$ cat src/rtl/uart_pkg.sv
// Shared state encoding and sizing helper for the UART transmit arbiter.
// Imported by the arbiter top and its round-robin picker.
package uart_pkg;

  typedef enum logic [1:0] {
    IDLE     = 2'd0,
    LOAD     = 2'd1,
    WAIT_ACK = 2'd2
  } state_t;

  // Index width that never collapses to zero bits for a single requester.
  function automatic int id_width(input int n);
    return (n > 1) ? $clog2(n) : 1;
  endfunction

endpackage

$ cat src/rtl/uart_tx_arbiter_if.sv
// Requester byte streams plus the UART core write/ack handshake.
// slave = arbiter side, master = requesters and UART core side.
interface uart_tx_arbiter_if #(
  parameter int NUM_REQ = 2
);

  logic [8*NUM_REQ-1:0] req_data;
  logic [NUM_REQ-1:0]   req_valid;
  logic [NUM_REQ-1:0]   req_last;
  logic [NUM_REQ-1:0]   req_ready;
  logic [7:0]           data_tx;
  logic                 data_tx_wr;
  logic                 data_tx_ack;

  modport master (
    output req_data, req_valid, req_last, data_tx_ack,
    input  req_ready, data_tx, data_tx_wr
  );

  modport slave (
    input  req_data, req_valid, req_last, data_tx_ack,
    output req_ready, data_tx, data_tx_wr
  );

endinterface

$ cat src/rtl/uart_rr_picker.sv
// Round-robin winner select: rotate valids by rr_ptr, take lowest set bit, rotate index back.
// Latency: purely combinational. Backpressure: none, the caller decides when to use the winner.
module uart_rr_picker
  import uart_pkg::*;
#(
  parameter int  NUM_REQ = 2,
  localparam int ID_W    = id_width(NUM_REQ)
) (
  input  logic [NUM_REQ-1:0] req_valid,
  input  logic [ID_W-1:0]    rr_ptr,
  output logic [ID_W-1:0]    winner,
  output logic               any_valid
);

  localparam logic [ID_W:0] N_W = NUM_REQ[ID_W:0];

  logic [NUM_REQ-1:0] rot;
  logic [ID_W-1:0]    off;
  logic [ID_W:0]      sum;

  always_comb begin
    rot = NUM_REQ'({req_valid, req_valid} >> rr_ptr);
    off = '0;
    for (int i = NUM_REQ - 1; i >= 0; i--) begin
      if (rot[i]) off = ID_W'(i);
    end
    sum = {1'b0, off} + {1'b0, rr_ptr};
    if (sum >= N_W) sum = sum - N_W;
    winner = sum[ID_W-1:0];
  end

  assign any_valid = |req_valid;

endmodule

$ cat src/rtl/uart_tx_arbiter.sv
// Packet-granular round-robin share of one UART transmitter; ack watchdog under UART_TX_ARB_TIMEOUT_EN.
// Latency: valid in IDLE -> LOAD/accept next cycle -> data_tx_wr the cycle after; ack-to-strobe >= 2.
// Backpressure: one byte in flight; only the granted port sees req_ready, and only in LOAD.
module uart_tx_arbiter
  import uart_pkg::*;
#(
  parameter int          NUM_REQ        = 2,
  parameter logic [15:0] TIMEOUT_CYCLES = 16'hFFFF,
  localparam int         ID_W           = id_width(NUM_REQ)
) (
  input  logic               clk,
  input  logic               rst_n,
  input  logic               tx_enable,
  uart_tx_arbiter_if.slave   bus,
  output logic [ID_W-1:0]    grant_id,
  output logic               busy,
  output logic               timeout_err
);

  localparam logic [ID_W-1:0] LAST_ID = ID_W'(NUM_REQ - 1);

  state_t          state, state_nxt;
  logic [ID_W-1:0] rr_ptr;
  logic [ID_W-1:0] winner;
  logic [ID_W-1:0] next_ptr;
  logic            any_valid;
  logic            accept;
  logic            last_q;
  logic [7:0]      cur_byte;

  uart_rr_picker #(.NUM_REQ(NUM_REQ)) u_picker (
    .req_valid (bus.req_valid),
    .rr_ptr    (rr_ptr),
    .winner    (winner),
    .any_valid (any_valid)
  );

  assign cur_byte = bus.req_data[{grant_id, 3'b000} +: 8];
  assign next_ptr = (grant_id == LAST_ID) ? '0 : grant_id + ID_W'(1);
  assign busy     = (state != IDLE);

`ifdef UART_TX_ARB_TIMEOUT_EN
  // Counts ack-less WAIT_ACK cycles already elapsed; zero on entry.
  logic [15:0] wd_cnt;

  always_ff @(posedge clk or negedge rst_n) begin
    if (!rst_n)                  wd_cnt <= '0;
    else if (state != WAIT_ACK)  wd_cnt <= '0;
    else if (!bus.data_tx_ack)   wd_cnt <= wd_cnt + 16'd1;
  end
`else
  logic unused_timeout_cycles;
  assign unused_timeout_cycles = ^TIMEOUT_CYCLES;
`endif

  always_comb begin
    state_nxt     = state;
    bus.req_ready = '0;
    accept        = 1'b0;
    timeout_err   = 1'b0;
    case (state)
      IDLE: begin
        if (tx_enable && any_valid) state_nxt = LOAD;
      end
      LOAD: begin
        // Grant stays locked here until the granted port offers its next byte.
        bus.req_ready[grant_id] = bus.req_valid[grant_id];
        accept                  = bus.req_valid[grant_id];
        if (accept) state_nxt = WAIT_ACK;
      end
      WAIT_ACK: begin
        if (bus.data_tx_ack) begin
          state_nxt = last_q ? IDLE : LOAD;
        end
`ifdef UART_TX_ARB_TIMEOUT_EN
        else if (wd_cnt == TIMEOUT_CYCLES - 16'd1) begin
          timeout_err = 1'b1;
          state_nxt   = IDLE;
        end
`endif
      end
      default: state_nxt = IDLE;
    endcase
  end

  always_ff @(posedge clk or negedge rst_n) begin
    if (!rst_n) begin
      state          <= IDLE;
      rr_ptr         <= '0;
      grant_id       <= '0;
      last_q         <= 1'b0;
      bus.data_tx    <= '0;
      bus.data_tx_wr <= 1'b0;
    end else begin
      state          <= state_nxt;
      bus.data_tx_wr <= accept;
      if (state == IDLE && state_nxt == LOAD) grant_id <= winner;
      if (accept) begin
        bus.data_tx <= cur_byte;
        last_q      <= bus.req_last[grant_id];
      end
      // Covers both the last-byte ack and a watchdog abort.
      if (state == WAIT_ACK && state_nxt == IDLE) rr_ptr <= next_ptr;
    end
  end

endmodule

$ cat src/flat_wrapper.sv
// flat-port wrapper written by rule: the top's interface ports become plain ports
module uart_tx_arbiter_flat import uart_pkg::*;
#(
  parameter int          NUM_REQ        = 2,
  parameter logic [15:0] TIMEOUT_CYCLES = 16'hFFFF,
  localparam int         ID_W           = id_width(NUM_REQ)
)
  (clk, rst_n, tx_enable, grant_id, busy, timeout_err, bus_req_data, bus_req_valid, bus_req_last, bus_data_tx_ack, bus_req_ready, bus_data_tx, bus_data_tx_wr);
  uart_tx_arbiter_if #(.NUM_REQ(NUM_REQ)) bus_i ();
  input  logic clk;
  input  logic rst_n;
  input  logic tx_enable;
  output logic [ID_W-1:0] grant_id;
  output logic busy;
  output logic timeout_err;
  input wire logic [$bits(bus_i.req_data)-1:0] bus_req_data;
  input wire logic [$bits(bus_i.req_valid)-1:0] bus_req_valid;
  input wire logic [$bits(bus_i.req_last)-1:0] bus_req_last;
  input wire logic [$bits(bus_i.data_tx_ack)-1:0] bus_data_tx_ack;
  output wire logic [$bits(bus_i.req_ready)-1:0] bus_req_ready;
  output wire logic [$bits(bus_i.data_tx)-1:0] bus_data_tx;
  output wire logic [$bits(bus_i.data_tx_wr)-1:0] bus_data_tx_wr;
  assign bus_i.req_data = bus_req_data;
  assign bus_i.req_valid = bus_req_valid;
  assign bus_i.req_last = bus_req_last;
  assign bus_i.data_tx_ack = bus_data_tx_ack;
  assign bus_req_ready = bus_i.req_ready;
  assign bus_data_tx = bus_i.data_tx;
  assign bus_data_tx_wr = bus_i.data_tx_wr;
  uart_tx_arbiter #(.NUM_REQ(NUM_REQ), .TIMEOUT_CYCLES(TIMEOUT_CYCLES)) u_core (.clk(clk), .rst_n(rst_n), .tx_enable(tx_enable), .bus(bus_i), .grant_id(grant_id), .busy(busy), .timeout_err(timeout_err));
endmodule
$ cat config.mk
export PLATFORM = sky130hd
export DESIGN_NAME = uart_tx_arbiter_flat
export DESIGN_NICKNAME = d
export VERILOG_FILES = /design/src/rtl/uart_pkg.sv /design/src/rtl/uart_tx_arbiter_if.sv /design/src/rtl/uart_rr_picker.sv /design/src/rtl/uart_tx_arbiter.sv /design/src/flat_wrapper.sv
export SDC_FILE = /design/constraint.sdc
export NUM_CORES = 1
export LEC_CHECK = 0
export ABC_CLOCK_PERIOD_IN_PS = 1810
export CORE_MARGIN = 2
export CORE_UTILIZATION = 39
export DETAILED_ROUTE_END_ITERATION = 12
export PLACE_DENSITY = 0.77
export SYNTH_ARGS = -nofsm -noshare
export SYNTH_HDL_FRONTEND = slang
export SYNTH_SLANG_ARGS = --single-unit
export TNS_END_PERCENT = 30
$ cat constraint.sdc
create_clock -name clk -period 1.81 [get_ports clk]
set_input_delay 0.362 -clock clk [delete_from_list [all_inputs] [get_ports clk]]
set_output_delay 0.362 -clock clk [all_outputs]
set_load 0.05 [all_outputs]
port_nets.png
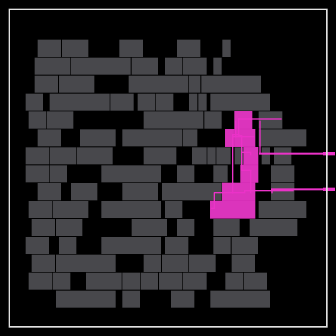
color	port	direction	edge	end cells	wire
magenta	`bus_req_valid`	input	right	7	74.2 microns

==> impl_metrics.py <==
# Auto-generated metrics
metrics = {
    "timing": {
        "rsz0062_at_grt": "no",
        "finalSetupViolCount": 0,
        "timing.fmax_mhz": 596,
        "post-route-min-period_ns": 1.68,
        "drv_slew": 0,
        "hold_viol": 0,
        "max_slew_margin": 0.589,
        "period_used_share": 0.927,
    },
    "synthesis": {
        "synth.area.top_cells": "dfrtp_1 46%, mux2_4 16%, mux2_2 15%",
        "adder_share": 0,
        "syn_nets": 82,
        "ys_async_sr_fraction": 1.00,
        "avgSynthCellArea_sq_um": 13.0,
        "ys_sh_xor": 0,
        "post-synth-top-count-cell": "dfrtp_1",
    },
    "critical_path": {
        "crit_buf_inv": 2,
        "path_max_fanout": 4,
        "ff2ff_setup_slack_ns": 0.42,
        "path_cells": "clkdlybuf4s50_1, nor3b_4, buf_12",
        "end_kind": "output port",
        "rr_startpoint": "u_core.grant_id$_DFFE_PN0P_",
        "required_ns": 1.45,
        "slowest_delay_ns": 0.55,
    },
    "layout": {
        "final.clkbuf_count": 4,
        "final_nets": 123,
        "drive_gt1_frac": 0.439,
        "design_area_sq_um": 1190,
        "n_all_buffers": 40,
        "num-fill-cells": 151,
        "buf_share": 0.331,
        "sh_comb_area": 0.309,
        "num-nonclk-inverters": 3,
        "layout.cells.most_common": "clkdlybuf4s50_1",
        "seq_cells": 14,
    },
    "die": {
        "io_pins": 38,
        "rows": 15,
    },
    "grt": {
        "use_met3": 0.0377,
        "grt_busiest_layer": "met2",
        "met1_usage": 0.217,
        "track_usage": 0.165,
    },
    "pwr": {
        "pg_clk_uw": 223,
        "power.density_nw_per_um2": 1880,
        "cellLeakagePower_nw": 0.548,
        "clock_power_share": 0.100,
        "p_total_mw": 2.24,
        "p_comb_mw": 1.43,
        "p_sw_frac": 0.447,
    },
    "route": {
        "dr_total_vias": 588,
        "highest_layer": "met4",
    },
    "cts": {
        "post_cts_buffers": 0,
        "cts_hold_buffers": 0,
    },
    "run": {
        "drv_cap": 0,
        "warning_count": 26,
    },
    "status": {
        "status": "completed",
    },
    "placed_design": {
        "port_buffers": 36,
        "dp_hpwl_mm": 1.24,
        "placed_cell_area_sq_um": 1160,
    },
}
met3.png
The bar under the picture is 10 microns long.
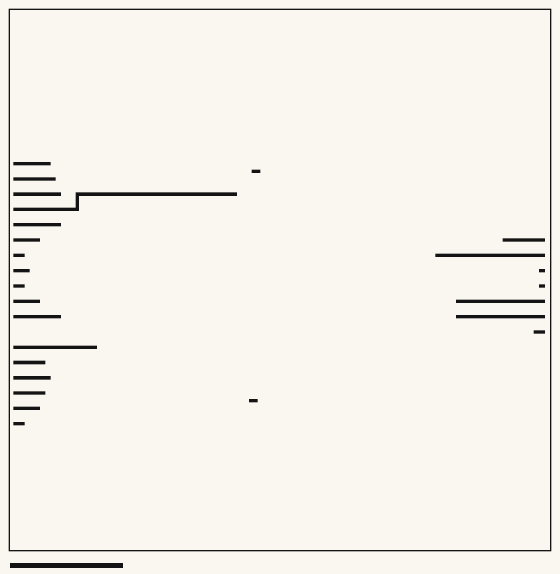
nets with wire on the layer	25
main direction	horizontal

No activity file was given, so power comes from the tool's default toggle rates.
